==> src/rtl/cpu_pkg.sv <==
// Shared definitions for the accumulator-CPU sequencer: opcodes, FSM states,
// opcode classes and the opcode -> ALU control word table.
package cpu_pkg;

    localparam int OPW = 5;

    // Opcode map (5-bit opcode field at the top of the instruction word)
    localparam logic [4:0] OP_ALU_LAST = 5'h12;
    localparam logic [4:0] OP_STORE    = 5'h13;
    localparam logic [4:0] OP_JMP      = 5'h14;
    localparam logic [4:0] OP_JZ       = 5'h15;
    localparam logic [4:0] OP_JN       = 5'h16;
    localparam logic [4:0] OP_HALT     = 5'h17;

    typedef enum logic [2:0] {
        ST_IDLE   = 3'd0,
        ST_FETCH  = 3'd1,
        ST_DECODE = 3'd2,
        ST_MEM    = 3'd3,
        ST_HALT   = 3'd4
    } state_e;

    typedef enum logic [2:0] {
        CLS_ALU     = 3'd0,
        CLS_STORE   = 3'd1,
        CLS_JUMP    = 3'd2,
        CLS_HALT    = 3'd3,
        CLS_ILLEGAL = 3'd4
    } op_class_e;

    // ALU control words {zx,nx,zy,ny,f,no}
    localparam logic [5:0] ALU_ZERO   = 6'b101010;
    localparam logic [5:0] ALU_ONE    = 6'b111111;
    localparam logic [5:0] ALU_MONE   = 6'b111010;
    localparam logic [5:0] ALU_X      = 6'b001100;
    localparam logic [5:0] ALU_Y      = 6'b110000;
    localparam logic [5:0] ALU_NOTX   = 6'b001101;
    localparam logic [5:0] ALU_NOTY   = 6'b110001;
    localparam logic [5:0] ALU_NEGX   = 6'b001111;
    localparam logic [5:0] ALU_NEGY   = 6'b110011;
    localparam logic [5:0] ALU_XINC   = 6'b011111;
    localparam logic [5:0] ALU_YINC   = 6'b110111;
    localparam logic [5:0] ALU_XDEC   = 6'b001110;
    localparam logic [5:0] ALU_YDEC   = 6'b110010;
    localparam logic [5:0] ALU_ADD    = 6'b000010;
    localparam logic [5:0] ALU_XSUBY  = 6'b010011;
    localparam logic [5:0] ALU_YSUBX  = 6'b000111;
    localparam logic [5:0] ALU_AND    = 6'b000000;
    localparam logic [5:0] ALU_OR     = 6'b010101;

    // Opcode -> ALU control word; anything outside the ALU range yields the
    // harmless "constant zero" word so the datapath never sees an undefined code.
    function automatic logic [5:0] alu_ctrl_of(input logic [4:0] op);
        logic [5:0] ctrl;
        case (op)
            5'h00:   ctrl = ALU_ZERO;
            5'h01:   ctrl = ALU_ONE;
            5'h02:   ctrl = ALU_MONE;
            5'h03:   ctrl = ALU_X;
            5'h04:   ctrl = ALU_Y;
            5'h05:   ctrl = ALU_NOTX;
            5'h06:   ctrl = ALU_NOTY;
            5'h07:   ctrl = ALU_NEGX;
            5'h08:   ctrl = ALU_NEGY;
            5'h09:   ctrl = ALU_XINC;
            5'h0A:   ctrl = ALU_YINC;
            5'h0B:   ctrl = ALU_XDEC;
            5'h0C:   ctrl = ALU_YDEC;
            5'h0D:   ctrl = ALU_ADD;
            5'h0E:   ctrl = ALU_XSUBY;
            5'h0F:   ctrl = ALU_YSUBX;
            5'h10:   ctrl = ALU_AND;
            5'h11:   ctrl = ALU_OR;
            5'h12:   ctrl = ALU_Y;   // plain load of the memory operand
            default: ctrl = ALU_ZERO;
        endcase
        return ctrl;
    endfunction

endpackage

==> src/rtl/cpu_sequencer_if.sv <==
// Instruction- and data-memory handshake bundle between the sequencer
// (master) and the two memories (slave).
interface cpu_sequencer_if #(
    parameter int IW = 16,
    parameter int AW = 11
);
    logic          imem_req;
    logic [AW-1:0] imem_addr;
    logic          imem_ack;
    logic [IW-1:0] imem_data;
    logic          dmem_req;
    logic          dmem_we;
    logic [AW-1:0] dmem_addr;
    logic          dmem_ack;

    modport master (
        output imem_req, imem_addr, dmem_req, dmem_we, dmem_addr,
        input  imem_ack, imem_data, dmem_ack
    );

    modport slave (
        input  imem_req, imem_addr, dmem_req, dmem_we, dmem_addr,
        output imem_ack, imem_data, dmem_ack
    );
endinterface

==> src/rtl/alu_decode.sv <==
// Combinational opcode decoder: ALU control word plus the opcode class the
// sequencer branches on.
module alu_decode
    import cpu_pkg::*;
(
    input  logic [4:0] opcode_i,
    output logic [5:0] alu_ctrl_o,
    output op_class_e  class_o
);

    // Table lookup for the ALU word and range/equality decode for the class
    always_comb begin
        alu_ctrl_o = alu_ctrl_of(opcode_i);
        class_o    = CLS_ILLEGAL;
        if (opcode_i <= OP_ALU_LAST) begin
            class_o = CLS_ALU;
        end else begin
            case (opcode_i)
                OP_STORE:            class_o = CLS_STORE;
                OP_JMP, OP_JZ, OP_JN: class_o = CLS_JUMP;
                OP_HALT:             class_o = CLS_HALT;
                default:             class_o = CLS_ILLEGAL;
            endcase
        end
    end

endmodule

==> src/rtl/cpu_sequencer.sv <==
// Fetch/decode/execute sequencer for the 5-bit-opcode accumulator CPU.
// Owns pc and ir, fetches over the imem handshake, performs operand reads and
// accumulator stores over the dmem handshake, and strobes the accumulator.
module cpu_sequencer
    import cpu_pkg::*;
#(
    parameter int IW = 16,
    parameter int AW = 11
) (
    input  logic                  clk,
    input  logic                  rst,
    input  logic                  run_i,
    cpu_sequencer_if.master       mem_bus,
    input  logic                  zr_i,
    input  logic                  ng_i,
    output logic [5:0]            alu_ctrl_o,
    output logic                  load_acc_o,
    output logic [AW-1:0]         pc_o,
    output logic                  halted_o,
    output logic                  illegal_o
);

    state_e        state_q, state_d;
    logic [AW-1:0] pc_q, pc_d;
    logic [IW-1:0] ir_q, ir_d;

    logic [4:0]    opcode_s;
    op_class_e     op_class_s;
    logic [5:0]    alu_ctrl_s;
    logic [AW-1:0] target_s;
    logic [AW-1:0] pc_inc_s;
    logic [AW-1:0] jump_pc_s;
    state_e        next_after_s;

    logic          imem_req_s;
    logic          dmem_req_s;
    logic          dmem_we_s;
    logic          load_acc_s;
    logic          illegal_s;
    logic          halted_s;

    assign opcode_s     = ir_q[IW-1:IW-OPW];
    assign target_s     = ir_q[AW-1:0];
    assign pc_inc_s     = pc_q + AW'(1);      // wraps modulo 2^AW
    assign next_after_s = run_i ? ST_FETCH : ST_IDLE;

    alu_decode u_alu_decode (
        .opcode_i   (opcode_s),
        .alu_ctrl_o (alu_ctrl_s),
        .class_o    (op_class_s)
    );

    // Branch resolution; zr/ng are looked at only while DECODE consumes this
    always_comb begin
        jump_pc_s = pc_inc_s;
        case (opcode_s)
            OP_JMP: jump_pc_s = target_s;
            OP_JZ: begin
                if (zr_i) begin
                    jump_pc_s = target_s;
                end else begin
                    jump_pc_s = pc_inc_s;
                end
            end
            OP_JN: begin
                if (ng_i) begin
                    jump_pc_s = target_s;
                end else begin
                    jump_pc_s = pc_inc_s;
                end
            end
            default: jump_pc_s = pc_inc_s;
        endcase
    end

    // Next-state logic and handshake/strobe outputs of the sequencer
    always_comb begin
        state_d    = state_q;
        pc_d       = pc_q;
        ir_d       = ir_q;
        imem_req_s = 1'b0;
        dmem_req_s = 1'b0;
        dmem_we_s  = 1'b0;
        load_acc_s = 1'b0;
        illegal_s  = 1'b0;
        halted_s   = 1'b0;
        case (state_q)
            ST_IDLE: begin
                if (run_i) begin
                    state_d = ST_FETCH;
                end else begin
                    state_d = ST_IDLE;
                end
            end
            ST_FETCH: begin
                imem_req_s = 1'b1;
                if (mem_bus.imem_ack) begin
                    ir_d    = mem_bus.imem_data;
                    state_d = ST_DECODE;
                end else begin
                    state_d = ST_FETCH;
                end
            end
            ST_DECODE: begin
                case (op_class_s)
                    CLS_ALU, CLS_STORE: state_d = ST_MEM;
                    CLS_JUMP: begin
                        pc_d    = jump_pc_s;
                        state_d = next_after_s;
                    end
                    CLS_HALT: state_d = ST_HALT;
                    CLS_ILLEGAL: begin
                        illegal_s = 1'b1;
                        pc_d      = pc_inc_s;
                        state_d   = next_after_s;
                    end
                    default: state_d = ST_IDLE;
                endcase
            end
            ST_MEM: begin
                dmem_req_s = 1'b1;
                dmem_we_s  = (op_class_s == CLS_STORE);
                if (mem_bus.dmem_ack) begin
                    // accumulator captures the ALU result on this same edge
                    load_acc_s = (op_class_s == CLS_ALU);
                    pc_d       = pc_inc_s;
                    state_d    = next_after_s;
                end else begin
                    state_d = ST_MEM;
                end
            end
            ST_HALT: begin
                halted_s = 1'b1;
                state_d  = ST_HALT;
            end
            default: state_d = ST_IDLE;
        endcase
    end

    // State, program counter and instruction register
    always_ff @(posedge clk or posedge rst) begin
        if (rst) begin
            state_q <= ST_IDLE;
            pc_q    <= '0;
            ir_q    <= '0;
        end else begin
            state_q <= state_d;
            pc_q    <= pc_d;
            ir_q    <= ir_d;
        end
    end

    assign mem_bus.imem_req  = imem_req_s;
    assign mem_bus.imem_addr = pc_q;
    assign mem_bus.dmem_req  = dmem_req_s;
    assign mem_bus.dmem_we   = dmem_we_s;
    assign mem_bus.dmem_addr = target_s;

    assign alu_ctrl_o = alu_ctrl_s;
    assign load_acc_o = load_acc_s;
    assign pc_o       = pc_q;
    assign halted_o   = halted_s;
    assign illegal_o  = illegal_s;

endmodule

==> src/flat_wrapper.sv <==
// flat-port wrapper written by rule: the top's interface ports become plain ports
module cpu_sequencer_flat import cpu_pkg::*;
#(
    parameter int IW = 16,
    parameter int AW = 11
)
  (clk, rst, run_i, zr_i, ng_i, alu_ctrl_o, load_acc_o, pc_o, halted_o, illegal_o, mem_bus_imem_req, mem_bus_imem_addr, mem_bus_dmem_req, mem_bus_dmem_we, mem_bus_dmem_addr, mem_bus_imem_ack, mem_bus_imem_data, mem_bus_dmem_ack);
  cpu_sequencer_if #(.IW(IW), .AW(AW)) mem_bus_i ();
  input  logic clk;
  input  logic rst;
  input  logic run_i;
  input  logic zr_i;
  input  logic ng_i;
  output logic [5:0] alu_ctrl_o;
  output logic load_acc_o;
  output logic [AW-1:0] pc_o;
  output logic halted_o;
  output logic illegal_o;
  output wire logic [$bits(mem_bus_i.imem_req)-1:0] mem_bus_imem_req;
  output wire logic [$bits(mem_bus_i.imem_addr)-1:0] mem_bus_imem_addr;
  output wire logic [$bits(mem_bus_i.dmem_req)-1:0] mem_bus_dmem_req;
  output wire logic [$bits(mem_bus_i.dmem_we)-1:0] mem_bus_dmem_we;
  output wire logic [$bits(mem_bus_i.dmem_addr)-1:0] mem_bus_dmem_addr;
  input wire logic [$bits(mem_bus_i.imem_ack)-1:0] mem_bus_imem_ack;
  input wire logic [$bits(mem_bus_i.imem_data)-1:0] mem_bus_imem_data;
  input wire logic [$bits(mem_bus_i.dmem_ack)-1:0] mem_bus_dmem_ack;
  assign mem_bus_imem_req = mem_bus_i.imem_req;
  assign mem_bus_imem_addr = mem_bus_i.imem_addr;
  assign mem_bus_dmem_req = mem_bus_i.dmem_req;
  assign mem_bus_dmem_we = mem_bus_i.dmem_we;
  assign mem_bus_dmem_addr = mem_bus_i.dmem_addr;
  assign mem_bus_i.imem_ack = mem_bus_imem_ack;
  assign mem_bus_i.imem_data = mem_bus_imem_data;
  assign mem_bus_i.dmem_ack = mem_bus_dmem_ack;
  cpu_sequencer #(.IW(IW), .AW(AW)) u_core (.clk(clk), .rst(rst), .run_i(run_i), .mem_bus(mem_bus_i), .zr_i(zr_i), .ng_i(ng_i), .alu_ctrl_o(alu_ctrl_o), .load_acc_o(load_acc_o), .pc_o(pc_o), .halted_o(halted_o), .illegal_o(illegal_o));
endmodule
==> config.mk <==
export PLATFORM = sky130hd
export DESIGN_NAME = cpu_sequencer_flat
export DESIGN_NICKNAME = d
export VERILOG_FILES = /design/src/rtl/cpu_pkg.sv /design/src/rtl/cpu_sequencer_if.sv /design/src/rtl/alu_decode.sv /design/src/rtl/cpu_sequencer.sv /design/src/flat_wrapper.sv
export SDC_FILE = /design/constraint.sdc
export NUM_CORES = 1
export LEC_CHECK = 0
export CORE_UTILIZATION = 25
export DETAILED_ROUTE_END_ITERATION = 7
export PLACE_DENSITY = 0.58
export SYNTH_ARGS = -nofsm -noshare
export SYNTH_HDL_FRONTEND = slang
export SYNTH_SLANG_ARGS = --single-unit
==> constraint.sdc <==
create_clock -name clk -period 3.3 [get_ports clk]
set_input_delay 0.495 -clock clk [delete_from_list [all_inputs] [get_ports clk]]
set_output_delay 0.495 -clock clk [all_outputs]
set_load 0.02 [all_outputs]
==> images/detail.png <==
Window x 31 to 61, y 49 to 79 um. Cells in grey, sequential cells in the stronger grey; small squares are vias.
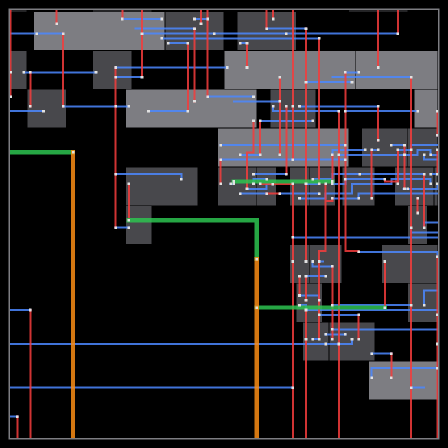
| colour | layer |
|---|---|
| orange | metal 4 |
| green | metal 3 |
| red | metal 2 |
| blue | metal 1 |
most frequent: dfrtp_1 (6), nand2_1 (4), a22o_1 (3)
cells with their middle in the window: 30
sequential cells in the window: 6
netlist names of flops here include: u_core.ir_q (4), u_core.mem_bus.imem_addr (2)

==> images/layer_met1.png <==
Drawn at 4 px/um. Supply wires on this layer in grey.
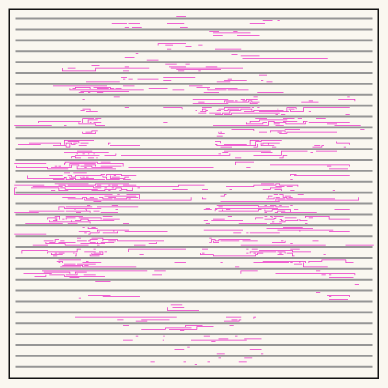
share of all routed wire: 46%
nets with wire on the layer: 246
Post-Route WL: 4950 um
via count: 1803
met1 GRT Util: 16.5%

==> images/logic_types.png <==
Drawn at 4 px/um.
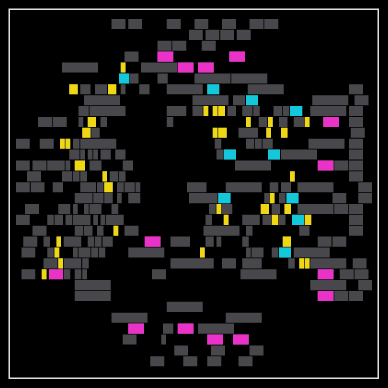
| colour | family | cells |
|---|---|---|
| cyan | AND-OR and OR-AND gates | 10 |
| yellow | NAND gates | 37 |
| magenta | multiplexers | 14 |
non-filler instance count after layout: 372
Comb area share: 37.3%

==> results.sh <==
# source this file to load flow results
export IMPL_clk_pin_slew_ps=60
export IMPL_critPathRequiredTime_ps=2800
export IMPL_aoi_share_pct=20.6
export IMPL_rr_startpoint="u_core.ir_q[11]"
export IMPL_grt_pass1_wl_um=8390
export IMPL_area_growth_pct=35.8
export IMPL_ys_types=42
export IMPL_cp_end_kind="output port"
export IMPL_clockPowerShare_pct=12.3
export IMPL_synth_nets=251
export IMPL_max_freq_mhz=343
export IMPL_hold_buffers=0
export IMPL_cts_buffers=5
export IMPL_setup_viol=0
export IMPL_drtIter0Drc=67
export IMPL_top_cell="dfrtp_1"
export IMPL_slew_violations=0
export IMPL_num_nets_final=297
export IMPL_yosysTopAreaCellShare_pct=37.2
export IMPL_registers_top_by_ff_count="u_core.ir_q"
export IMPL_drtAntennaViolNets=0
export IMPL_layout_top_cells="clkdlybuf4s50_1 (67), dfrtp_1 (30), nand2_1 (23), o21ai_0 (13), nor2_1 (11)"
export IMPL_io_buffers=67
export IMPL_outcome="complete, no violations"
export IMPL_antenna_found_initial=0
export IMPL_initial_core_util_pct=26.0
export IMPL_worst_slack_ps=382
export IMPL_maxSlewHeadroom_pct=66.0
export IMPL_htreeDepth=2
export IMPL_crit_end="alu_ctrl_o[5]"
export IMPL_ys_seq_share_pct=37.2
export IMPL_dp_cells=364
export IMPL_path_max_fanout=8
export IMPL_insertedDiodeCount=0
export IMPL_ys_chip_area_sq_um=2020
export IMPL_ys_sh_xor_pct=0.433
export IMPL_drtPass1Iterations=4
export IMPL_fin_crit_sh_pct=88.4
export IMPL_finClkSkew_ps=5.07
export IMPL_io_pins=68
export IMPL_warnings=29
-- layout make-up --
type	count	area [sq um]	share of cell area (%)
tap	102	128	4.65
multi-input combinational	153	1020	37.3
clock inverter	3	40.0	1.46
clock buffer	5	68.8	2.51
inverter	7	26.3	0.958
sequential	30	751	27.4
timing repair buffer	72	708	25.8
-- per-layer routing --
metal  track usage (%)  wire (um)
met1              16.5       2290
met4              4.17         82
met2              20.0       2260
met5                 0          0
met3              3.65        316
-- power by group through the flow --
stage | Sequential, uW | Clock (uW) | Combinational, uW
final | 830 | 368 | 1790
after global routing | 876 | 400 | 1940
after CTS | 834 | 380 | 1800
after detailed placement | 841 | 0 | 1790
after global placement | 831 | 0 | 1790
after floorplan | 798 | 0 | 1230
Power figures rest on the tool's default switching activity, not on a simulated workload.
